$ cat src/rtl/shiftregtx_buf.sv
// rtl/shiftregtx_buf.sv - double-buffered SPI TX serializer with per-word length and bit order
// Optional even-parity bit per frame when SHIFTREGTX_PARITY_EN is defined.
module shiftregtx_buf #(
   parameter int SIZE  = 8,
   parameter int CNT_W = 4
) (
   input  logic             Clk,
   input  logic             Rst_n,
   input  logic             En,
   input  logic             Abort,
   input  logic [SIZE-1:0]  DataIn,
   input  logic [CNT_W-1:0] Len,
   input  logic             LsbFirst,
   input  logic             DataValid,
   output logic             DataReady,
   output logic             SerOut,
   output logic             Busy,
   output logic             FrameDone
);

   typedef enum logic {
      IDLE,
      SHIFT
   } state_t;

   localparam logic [CNT_W-1:0] SIZE_C = CNT_W'(SIZE);

   // One spare bit past the data holds the parity bit, so both builds share a datapath.
   function automatic logic [SIZE:0] build_word(
      input logic [SIZE-1:0]  d,
      input logic [CNT_W-1:0] l,
      input logic             lsb
   );
      logic [SIZE-1:0] m;
      logic [SIZE:0]   w;
      m = d & ~({SIZE{1'b1}} << l);
      if (lsb) begin
         w = {1'b0, m};
`ifdef SHIFTREGTX_PARITY_EN
         w = w | ({{SIZE{1'b0}}, ^m} << l);
`endif
      end else begin
         w = {1'b0, m} << (SIZE + 1 - int'(l));
`ifdef SHIFTREGTX_PARITY_EN
         w = w | ({{SIZE{1'b0}}, ^m} << (SIZE - int'(l)));
`endif
      end
      return w;
   endfunction

   state_t            state;
   state_t            state_next;

   logic [SIZE:0]     sreg;
   logic              cur_lsb;
   logic [CNT_W-1:0]  cur_last;
   logic [CNT_W-1:0]  cnt;

   logic [SIZE:0]     buf_word;
   logic              buf_lsb;
   logic [CNT_W-1:0]  buf_last;
   logic              buf_full;

   logic              frame_done;

   logic [CNT_W-1:0]  len_eff;
   logic [CNT_W-1:0]  in_last;
   logic [SIZE:0]     in_word;

   logic              accept;
   logic              final_tick;
   logic              load_in;
   logic              load_buf;
   logic              wr_buf;

   assign len_eff = ((Len == '0) || (Len > SIZE_C)) ? SIZE_C : Len;
`ifdef SHIFTREGTX_PARITY_EN
   assign in_last = len_eff;
`else
   assign in_last = len_eff - CNT_W'(1);
`endif
   assign in_word = build_word(DataIn, len_eff, LsbFirst);

   assign DataReady  = ~Abort & ((state == IDLE) | ~buf_full);
   assign accept     = DataValid & DataReady;
   assign final_tick = (state == SHIFT) & En & (cnt == cur_last);

   assign SerOut    = (state == SHIFT) & (cur_lsb ? sreg[0] : sreg[SIZE]);
   assign Busy      = (state == SHIFT);
   assign FrameDone = frame_done;

   always_ff @(posedge Clk or negedge Rst_n) begin
      if (!Rst_n) begin
         state <= IDLE;
      end else begin
         state <= state_next;
      end
   end

   always_comb begin
      state_next = state;
      load_in    = 1'b0;
      load_buf   = 1'b0;
      wr_buf     = 1'b0;
      if (Abort) begin
         state_next = IDLE;
      end else begin
         case (state)
            IDLE: begin
               if (accept) begin
                  load_in    = 1'b1;
                  state_next = SHIFT;
               end
            end
            SHIFT: begin
               // A full buffer holds DataReady low, so a final-tick handshake implies an empty buffer.
               if (final_tick) begin
                  if (buf_full) begin
                     load_buf = 1'b1;
                  end else if (accept) begin
                     load_in = 1'b1;
                  end else begin
                     state_next = IDLE;
                  end
               end else if (accept) begin
                  wr_buf = 1'b1;
               end
            end
            default: state_next = IDLE;
         endcase
      end
   end

   always_ff @(posedge Clk or negedge Rst_n) begin
      if (!Rst_n) begin
         sreg       <= '0;
         cur_lsb    <= 1'b0;
         cur_last   <= '0;
         cnt        <= '0;
         buf_word   <= '0;
         buf_lsb    <= 1'b0;
         buf_last   <= '0;
         buf_full   <= 1'b0;
         frame_done <= 1'b0;
      end else if (Abort) begin
         sreg       <= '0;
         cnt        <= '0;
         buf_full   <= 1'b0;
         frame_done <= 1'b0;
      end else begin
         frame_done <= final_tick;
         if (load_buf) begin
            sreg     <= buf_word;
            cur_lsb  <= buf_lsb;
            cur_last <= buf_last;
            cnt      <= '0;
            buf_full <= 1'b0;
         end else if (load_in) begin
            sreg     <= in_word;
            cur_lsb  <= LsbFirst;
            cur_last <= in_last;
            cnt      <= '0;
         end else if ((state == SHIFT) && En) begin
            sreg <= cur_lsb ? (sreg >> 1) : (sreg << 1);
            cnt  <= final_tick ? '0 : cnt + CNT_W'(1);
         end
         if (wr_buf) begin
            buf_word <= in_word;
            buf_lsb  <= LsbFirst;
            buf_last <= in_last;
            buf_full <= 1'b1;
         end
      end
   end

endmodule

$ cat config.mk
export PLATFORM = sky130hd
export DESIGN_NAME = shiftregtx_buf
export DESIGN_NICKNAME = d
export VERILOG_FILES = /design/src/rtl/shiftregtx_buf.sv
export SDC_FILE = /design/constraint.sdc
export NUM_CORES = 1
export LEC_CHECK = 0
export ABC_AREA = 1
export ABC_CLOCK_PERIOD_IN_PS = 2600
export CAP_MARGIN = 20
export CORE_MARGIN = 2
export CORE_UTILIZATION = 35
export DETAILED_ROUTE_END_ITERATION = 7
export MAX_ROUTING_LAYER = met4
export PLACE_DENSITY = 0.64
export SETUP_SLACK_MARGIN = 0.1
export SLEW_MARGIN = 5
export SYNTH_ARGS = -nofsm -noshare
export SYNTH_HDL_FRONTEND = slang
export SYNTH_SLANG_ARGS = --single-unit
$ cat constraint.sdc
create_clock -name Clk -period 2.6 [get_ports Clk]
set_input_delay 0.26 -clock Clk [delete_from_list [all_inputs] [get_ports Clk]]
set_output_delay 0.26 -clock Clk [all_outputs]
set_load 0.02 [all_outputs]
### Placement by cell class, run 1

Scale: 6 px per micron. Fill, decap, tap and diode cells in gray.
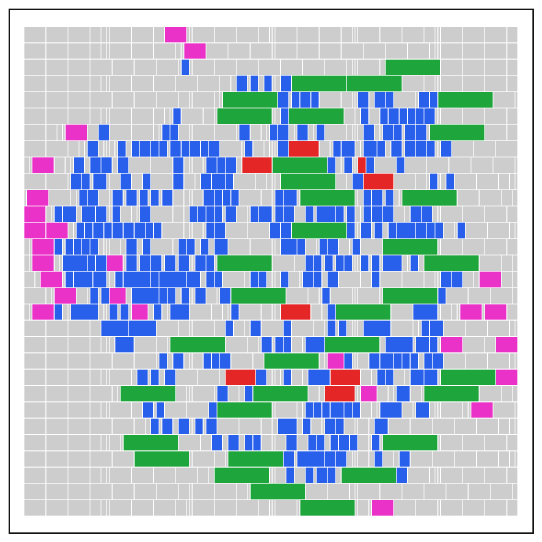
legend:
  flip-flops:
    color: green
    cells: 35
    share_of_their_area: 33%
  all other logic:
    color: blue
    cells: 304
    share_of_their_area: 55%
  clock drivers and dummy loads:
    color: red
    cells: 8
    share_of_their_area: 3.7%
  other buffers and delay cells:
    color: magenta
    cells: 26
    share_of_their_area: 9.2%
row count: 30
sequential share of cell area: 31.4%
final core utilization: 41.6%

### Clock wires, drivers and flops, run 1

Scale: 6 px per micron.
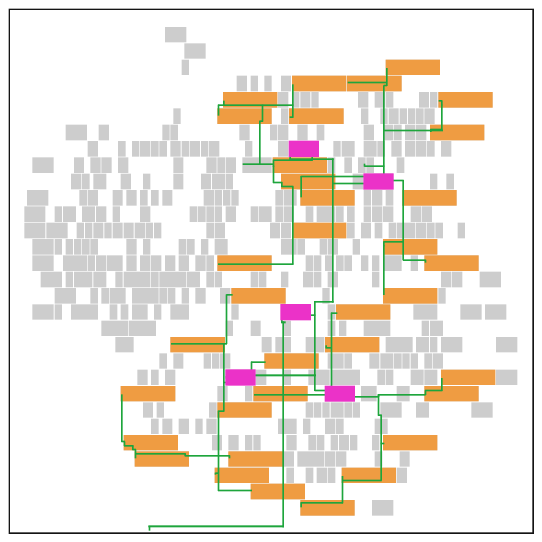
legend:
  cells driving clock nets:
    color: magenta
    count: 5
  clock wires:
    color: green
    length: 483 microns
  flip-flops:
    color: orange
    count: 35
routed clock nets: 6
clock share of power: 26.3%
Latency at later pin: 0.29 ns

### Supply network, run 1

Scale: 4 px per micron. Pins as bars on the die edge.
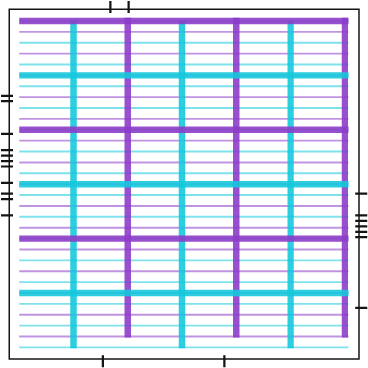
legend:
  VSS:
    color: cyan
  VDD:
    color: purple
signal pins: 22
met5 straps: 6
met1 rails: 31
rows: 30
maximum VDD drop: 0.166 mV
CORE AREA: 6720 sq um
Die Width: 87.1 microns
Die Ht: 87.1 microns

==> flow_metrics.tcl, run 1 <==
# collected from the flow reports
set metrics [dict create \
    nFlopsAndLatches 35 \
    status "completed" \
    timing.hold.ws_ns 0.346 \
    synth_top_cell_by_count "nand2_1" \
    criticalPathCategory "input pin to flip-flop" \
    cellLeakagePower_uw 0.00138 \
    max_clock_freq_ghz 0.450 \
    rsz0062_at_grt "no" \
    place_ws_ns 0.0608 \
    crit_path_max_incr_delay_ns 0.53 \
    synth_area_sq_um 2410 \
    lay_top_count "nand2_1" \
    ff2ff_path_depth 11 \
    async_reset_ff_share_pct 100 \
    globalplace.congestion 0.900 \
    worstHoldPathType "input pin to async pin" \
    numPortBuffers 21 \
    combGateArea_sq_um 1300 \
    area_growth_syn_to_layout_pct 15.6 \
    fin_ws_ns 0.378 \
    arrival_ns 2.44 \
    post-cts-setup-buffer-count 0 \
    swShare_pct 33.6 \
    wl_per_cell_microns 12.7 \
    grt_usage_pct 17.3 \
    combPwrFrac_pct 28.7 \
    chip_area_sq_um 7580 \
    comb_area_share_pct 46.4 \
    cts-resized-gates 0 \
    routed_wl_mm 5.75 \
    grt_pass1_wl_mm 10.2 \
    final_cell_count_no_fill 453 \
    drc 0 \
    final-clk-cell-share_pct 3.58 \
    r2r-start "Busy$_DFF_PN0_" \
    cts_inserted_buffers 5 \
    cp-startpoint "Len[3]" \
    hpwlAfterDp_mm 4.31 \
    worstMarginPinSlew_ns 0.612 \
    powerSeq_uw 744 \
    synth-main-ff-cell "dfrtp_1" \
    finalSetupViolCount 0 \
    seqPwrFrac_pct 45.0 \
    cp_max_fo 5 \
    grt_max_degree 25 \
    nWellTaps 80 \
    slowest_stage "clkdlybuf4s50_1" \
    synth_area_per_cell_sq_um 6.94 \
    hold_viol_final 0 \
    maxCapViolations 0 \
    cp_data_required_time_ns 2.81 \
    fp_nets 373 \
    r2r_end "sreg[7]$_DFFE_PN0P_" \
    place_area_sq_um 2690 \
    fin_tns_setup_ns 0 \
    ant_nets 0 \
    comb_cells 258 \
    report.final.slew_viol_count 0 \
    layout_top_cells "nand2_1 (96), inv_1 (41), nand3_1 (38)" \
    finalClockPeriodUsage_pct 85.5 \
    grt_pass1_vias 2175 \
    path_cells "clkdlybuf4s50_1 -> nor2_1 -> inv_1 -> ha_1 -> ha_1 -> inv_1 -> nor2_1 -> inv_1 -> o21ai_1 -> nand2_1 -> nand2_1 -> o21ai_1 -> a21oi_1" \
    p_comb_uw 474 \
    topCellsByArea "dfrtp_1 (36%), nand2_1 (15%), nand3_1 (7.9%)" \
    synth_top_cell_by_area "dfrtp_1" \
    largest_registers "buf_word x9, sreg x9" \
    grt.overflow.total 0 \
    yosys-top-cells-count "nand2_1 (96), inv_1 (41), nand3_1 (38)" \
    final_layout_size_suffix_gt1_share_pct 9.92 \
    nClkBuffers 8 \
    io_pins 22 \
    final_net_count 397 \
    final_area_sq_um 2790 \
    fill_cells 709 \
    power_clock_uw 435 \
    vias 2320 \
    tool_warnings 29 \
    edf_count 0 \
    largest_class "logic gates" \
]
## run 1: per-layer routing
layer	global-route usage, %	routed length (microns)	up-vias	share of wire, %
li1	-	-	1178	-
met1	23.8	2830	1075	49
met2	26.4	2590	60	45
met3	2.09	251	7	4.4
met4	5.68	82	0	1.4
met5	-	0	-	0
## run 1: critical path, delay by kind of cell
family                     cells  cell delay [ns]
buffers and inverters          4             0.78
and+or+nand+nor                4             0.53
adders and majority gates      2             0.50
AOI/OAI and AO/OA              3             0.37
## run 1: kinds of logic after synthesis
family                   share of synthesized area [%]
AND/OR/NAND/NOR                                   31.1
adder cells (fa/ha/maj)                           3.63
AND-OR/OR-AND                                     17.4
flip-flops                                        36.3
buffers and inverters                             10.2
XOR/XNOR                                          1.45
### Sequential cells colored by netlist name, run 1

Scale: 6 px per micron. Other sequential cells in the stronger gray, the rest of the logic in the fainter gray.
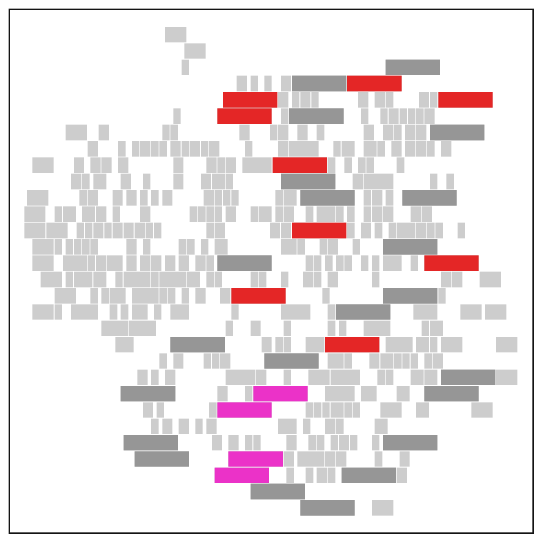

==> run 1 -> run 2 <==
--- a/config.mk
+++ b/config.mk
@@ -8,11 +8,13 @@
 export ABC_AREA = 1
 export ABC_CLOCK_PERIOD_IN_PS = 2600
 export CAP_MARGIN = 20
+export CELL_PAD_IN_SITES_DETAIL_PLACEMENT = 1
+export CELL_PAD_IN_SITES_GLOBAL_PLACEMENT = 1
 export CORE_MARGIN = 2
 export CORE_UTILIZATION = 35
 export DETAILED_ROUTE_END_ITERATION = 7
 export MAX_ROUTING_LAYER = met4
-export PLACE_DENSITY = 0.64
+export PLACE_DENSITY = 0.8
 export SETUP_SLACK_MARGIN = 0.1
 export SLEW_MARGIN = 5
 export SYNTH_ARGS = -nofsm -noshare
### Sequential cells colored by netlist name, run 2

Scale: 6 px per micron. Other sequential cells in the stronger gray, the rest of the logic in the fainter gray.
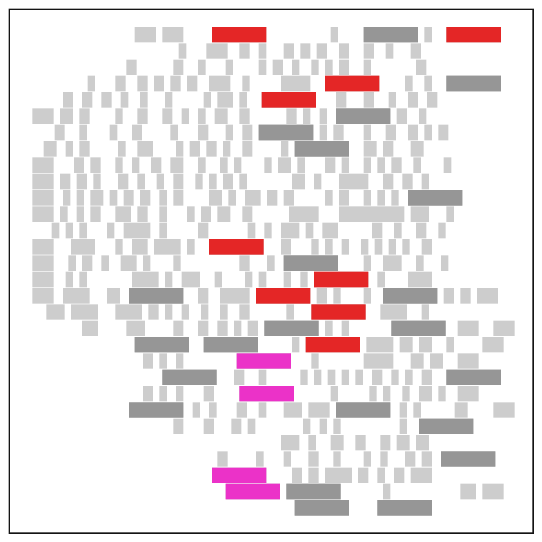
legend:
  cur_last:
    color: magenta
    placed_flops: 4
    where: south
  buf_word:
    color: red
    placed_flops: 9
not colored: 22
Seq power: 745 uW
sequential share of cell area: 31.1%

==> flow_metrics.tcl, run 2 <==
# collected from the flow reports
set metrics [dict create \
    grt.busiest_layer "met2" \
    finalSetupViolCount 0 \
    grt_usage_pct 19.9 \
    crit_path_max_incr_delay_ns 0.54 \
    place_area_sq_um 2710 \
    finalClockPeriodUsage_pct 86.9 \
    slowest_stage "clkdlybuf4s50_1" \
    final_area_sq_um 2820 \
    synth_top_cell_by_count "nand2_1" \
    cp_data_required_time_ns 2.82 \
    lay_top_count "nand2_1" \
    topCellsByArea "dfrtp_1 (36%), nand2_1 (15%), nand3_1 (7.9%)" \
    yosys-top-cells-count "nand2_1 (96), inv_1 (41), nand3_1 (38)" \
    coreArea_sq_um 6720 \
    synth_area_per_cell_sq_um 6.94 \
    yosys.area_share.aoi_pct 17.4 \
    r2r_end "sreg[7]$_DFFE_PN0P_" \
    fp_nets 373 \
    yosysUniqueCellTypes 30 \
    worstHoldPathType "input pin to async pin" \
    fp_util_pct 35.9 \
    crit_family "simple AND/OR/NAND/NOR gates" \
    fin_ws_ns 0.340 \
    hpwlAfterDp_mm 5.05 \
    final_net_count 399 \
    ys_warn_count 0 \
    num_antenna_cells 0 \
    path_cells "clkdlybuf4s50_1 -> nor2_1 -> inv_1 -> ha_1 -> ha_1 -> nor2_2 -> nand2_1 -> o21ai_0 -> nand2_1 -> o21ai_1 -> nand2_1 -> nand2_1 -> o21ai_1 -> a21oi_1" \
    viasPerCell 5.33 \
    antenna_found_initial 0 \
    die_x_microns 87.1 \
    synth_top_cell_by_area "dfrtp_1" \
    wl_per_cell_microns 14.8 \
    ys_top_logic_family "simple AND/OR/NAND/NOR gates" \
    vdd_drop_max_mv 0.184 \
    crit_buf_inv 2 \
    fa_ha_area_share_pct 3.63 \
    grt_max_degree 36 \
    tool_warnings 29 \
    root_buffer "clkbuf_8" \
    r2r_slack_ns 0.44 \
    status "completed" \
    clock_latency_ns 0.29 \
    globalplace.congestion 0.868 \
    cts_tree "built" \
    clk_path_buf_depth 2 \
    use_met1_pct 25.4 \
    cp_max_fo 5 \
    drc 0 \
    start_kind "input pin" \
    final_layout_size_suffix_gt1_share_pct 10.7 \
    ant_nets 0 \
    grtUsageMet3_pct 2.09 \
    top_layer_used "met4" \
    endpoint_kind "flip-flop" \
    ys_cells 348 \
    max_clock_freq_ghz 0.442 \
    rows 30 \
    cellLeakagePower_uw 0.00138 \
    fin_skew_ns 0.00638 \
    ys_area_sq_um 2410 \
    yosysSeqAreaShare_pct 36.3 \
    routed_wl_mm 6.72 \
    drt_iter0_markers 76 \
    synth_area_sq_um 2410 \
    grt.overflow.total 0 \
    synth-seq-cells 35 \
    async_reset_ff_share_pct 100 \
    vias 2421 \
    criticalPathCategory "input pin to flip-flop" \
    grt_pass1_wl_mm 11.7 \
    report.final.slew_viol_count 0 \
    grt_pass1_vias 2428 \
    numPortBuffers 21 \
    post-cts-setup-buffer-count 0 \
    edf_count 0 \
    largest_registers "buf_word x9, sreg x9" \
    layout_top_cells "nand2_1 (96), inv_1 (41), nand3_1 (38)" \
    slew_headroom_pct 55.7 \
    cts.sink_count 35 \
    r2r-start "Busy$_DFF_PN0_" \
    fin_tns_setup_ns 0 \
    cts-resized-gates 0 \
    hold_viol_final 0 \
    arrival_ns 2.48 \
    place_ws_ns -0.0191 \
    yosysTopAreaCellShare_pct 36.3 \
    ff2ff_path_depth 11 \
    htreeDepth 2 \
    dpl.cell_count 447 \
    endpoint "sreg[5]$_DFFE_PN0P_" \
    chip_area_sq_um 7580 \
    simple_gate_area_share_pct 31.1 \
    cts_inserted_buffers 5 \
    maxCapViolations 0 \
    m1WireLength_mm 3.17 \
    groute.layer.met2.usage_pct 32.9 \
    wl_met3_microns 151 \
    first_pass_iters 4 \
    cts_hold_buf 0 \
    cp-startpoint "Len[3]" \
    syn_inst 348 \
    cp_num_cells 14 \
    mux_share_pct 0 \
    dr_wl_met2_mm 3.28 \
    synth-main-ff-cell "dfrtp_1" \
    xor_share_pct 1.45 \
    clk_pin_slew_ns 0.08 \
    worstMarginPinSlew_ns 0.664 \
    period_needed_ns 2.26 \
    path_common_cell "nand2_1" \
    final_cell_count_no_fill 454 \
    chipHeight_microns 87.1 \
    final_util_pct 41.9 \
    io_pins 22 \
    rsz0062_at_grt "no" \
    power_density_nw_per_um2 614 \
    area_growth_syn_to_layout_pct 16.6 \
]
-- run 2: metrics by stage --
stage | total power [uW] | hold WS (ns)
after global routing | 1860 | 0.454
after CTS | 1750 | 0.407
after detailed placement | 1250 | 0.470
after global placement | 1220 | 0.451
final | 1730 | 0.387
after floorplan | 1090 | -0.0356
-- run 2: cell type report --
cell class | count | area, sq um
Multi-Input combinational cell | 258 | 1300
Timing Repair Buffer | 28 | 263
Clock buffer | 5 | 68.8
Inverter | 46 | 173
Sequential cell | 35 | 876
Fill cell | 884 | 3900
Clock inverter | 2 | 37.5
Tap cell | 80 | 100
-- run 2: power by group --
part | internal, uW | switching (uW)
sequential | 661 | 83.3
clock | 280 | 211
combinational | 197 | 297
total | 1140 | 591
### Placement by cell class, run 2

Scale: 6 px per micron. Fill, decap, tap and diode cells in gray.
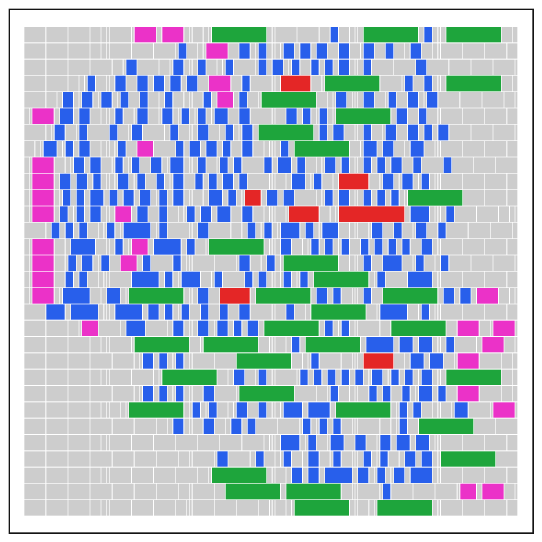

==> run 2 -> run 3 <==
==> constraint.sdc (replaced) <==
create_clock -name Clk -period 2.6 [get_ports Clk]
set_input_delay 0.39 -clock Clk [delete_from_list [all_inputs] [get_ports Clk]]
set_output_delay 0.39 -clock Clk [all_outputs]
set_load 0.02 [all_outputs]
### Placement by cell class, run 3

Scale: 6 px per micron. Fill, decap, tap and diode cells in gray.
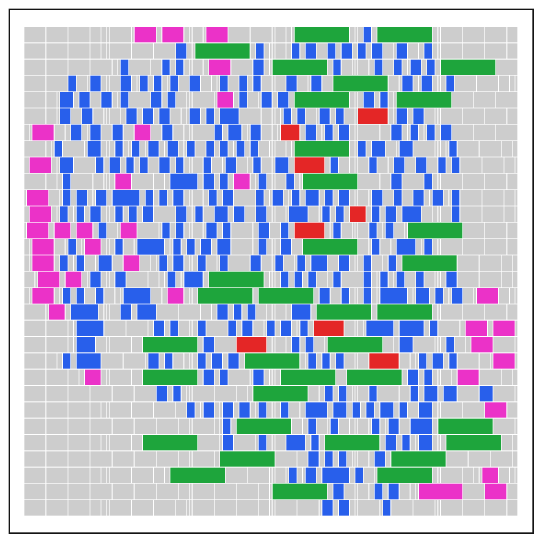
legend:
  flip-flops:
    color: green
    cells: 35
    share_of_their_area: 31%
  other buffers and delay cells:
    color: magenta
    cells: 36
    share_of_their_area: 12%
  all other logic:
    color: blue
    cells: 304
    share_of_their_area: 53%
  clock drivers and dummy loads:
    color: red
    cells: 8
    share_of_their_area: 3.6%
Design Area, Final: 2880 sq um
final core utilization: 42.9%
sequential share of cell area: 30.4%

==> flow_metrics.tcl, run 3 <==
# collected from the flow reports
set metrics [dict create \
    cp_max_fo 3 \
    async_reset_ff_share_pct 100 \
    fin_skew_ns 0.00653 \
    io_pins 22 \
    topCellsByArea "dfrtp_1 (36%), nand2_1 (15%), nand3_1 (7.9%)" \
    yosysSeqAreaShare_pct 36.3 \
    antenna_found_initial 0 \
    report.final.slew_viol_count 0 \
    worstHoldPathType "flip-flop to flip-flop" \
    ant_nets 0 \
    wl_met3_microns 140 \
    synth-seq-cells 35 \
    vdd_drop_max_mv 0.185 \
    hpwlAfterDp_mm 5.08 \
    layout_top_cells "nand2_1 (96), inv_1 (41), nand3_1 (38)" \
    crit_buf_inv 3 \
    fin_tns_setup_ns 0 \
    cts-resized-gates 0 \
    slowest_stage "clkdlybuf4s50_1" \
    cp-startpoint "Len[2]" \
    area_growth_syn_to_layout_pct 19.4 \
    final_layout_size_suffix_gt1_share_pct 12.8 \
    finalSetupViolCount 0 \
    dr_wl_met2_mm 3.43 \
    rsz0062_at_grt "yes" \
    crit_path_max_incr_delay_ns 0.47 \
    top_layer_used "met4" \
    mux_share_pct 0 \
    r2r_end "buf_last[3]$_DFFE_PN0P_" \
    synth-main-ff-cell "dfrtp_1" \
    clock_latency_ns 0.29 \
    fp_nets 373 \
    slew_headroom_pct 58.2 \
    simple_gate_area_share_pct 31.1 \
    cellLeakagePower_uw 0.00143 \
    routed_wl_mm 6.80 \
    max_clock_freq_ghz 0.439 \
    power_density_nw_per_um2 585 \
    chipHeight_microns 87.1 \
    post-cts-setup-buffer-count 0 \
    yosys-top-cells-count "nand2_1 (96), inv_1 (41), nand3_1 (38)" \
    edf_count 0 \
    tool_warnings 30 \
    hold_viol_final 0 \
    wl_per_cell_microns 14.7 \
    syn_inst 348 \
    grt_usage_pct 20.0 \
    ys_top_logic_family "simple AND/OR/NAND/NOR gates" \
    grt_pass1_wl_mm 11.6 \
    chip_area_sq_um 7580 \
    num_antenna_cells 0 \
    first_pass_iters 4 \
    htreeDepth 2 \
    power.total_uw 1690 \
    grt.busiest_layer "met2" \
    yosys.area_share.aoi_pct 17.4 \
    synth_area_sq_um 2410 \
    yosysTopAreaCellShare_pct 36.3 \
    synth_area_per_cell_sq_um 6.94 \
    drt_iter0_markers 83 \
    rows 30 \
    groute.layer.met2.usage_pct 33.9 \
    m1WireLength_mm 3.13 \
    final_cell_count_no_fill 463 \
    endpoint "sreg[1]$_DFFE_PN0P_" \
    fin_ws_ns 0.320 \
    cts.sink_count 35 \
    lay_top_count "nand2_1" \
    criticalPathCategory "input pin to flip-flop" \
    numPortBuffers 21 \
    maxCapViolations 0 \
    path_common_cell "nand2_1" \
    clk_pin_slew_ns 0.08 \
    grt_pass1_vias 2414 \
    place_ws_ns -0.0174 \
    dpl.cell_count 455 \
    path_cells "clkdlybuf4s50_1 -> inv_1 -> nor2_1 -> inv_1 -> ha_1 -> ha_1 -> nor2_1 -> nand2_1 -> o21ai_0 -> nand2_1 -> o21ai_0 -> or2_2 -> nand2_1 -> a31oi_1" \
    fa_ha_area_share_pct 3.63 \
    ys_area_sq_um 2410 \
    ff2ff_path_depth 10 \
    status "completed" \
    cp_num_cells 14 \
    synth_top_cell_by_count "nand2_1" \
    ys_cells 348 \
    viasPerCell 5.16 \
    vias 2387 \
    ys_warn_count 0 \
    die_x_microns 87.1 \
]
==> run 3: cell counts after synthesis <==
Identical to the previous run, type by type.
==> run 3: layout make-up <==
cell class / instances / area [sq um] / area share (%)
Clock buffer: 6 / 82.6 / 2.86
Clock inverter: 2 / 16.3 / 0.564
Inverter: 46 / 173 / 5.99
Multi-Input combinational cell: 258 / 1300 / 45.1
Sequential cell: 35 / 876 / 30.4
Tap cell: 80 / 100 / 3.47
Timing Repair Buffer: 36 / 335 / 11.6
==> run 3: through the flow <==
step,hold WS [ns],utilization (%)
global route,0.509,42.9
detailed placement,0.458,41.3
CTS,0.479,42.8
floorplan,0.0944,-
finish,0.476,42.9
global placement,0.455,41.3
==> run 3: power breakdown <==
part	switching, uW	total (uW)	internal [uW]
Sequential	84.5	746	661
Combinational	301	511	210
Clock	213	429	216
Power is estimated from default activity; no workload was simulated.
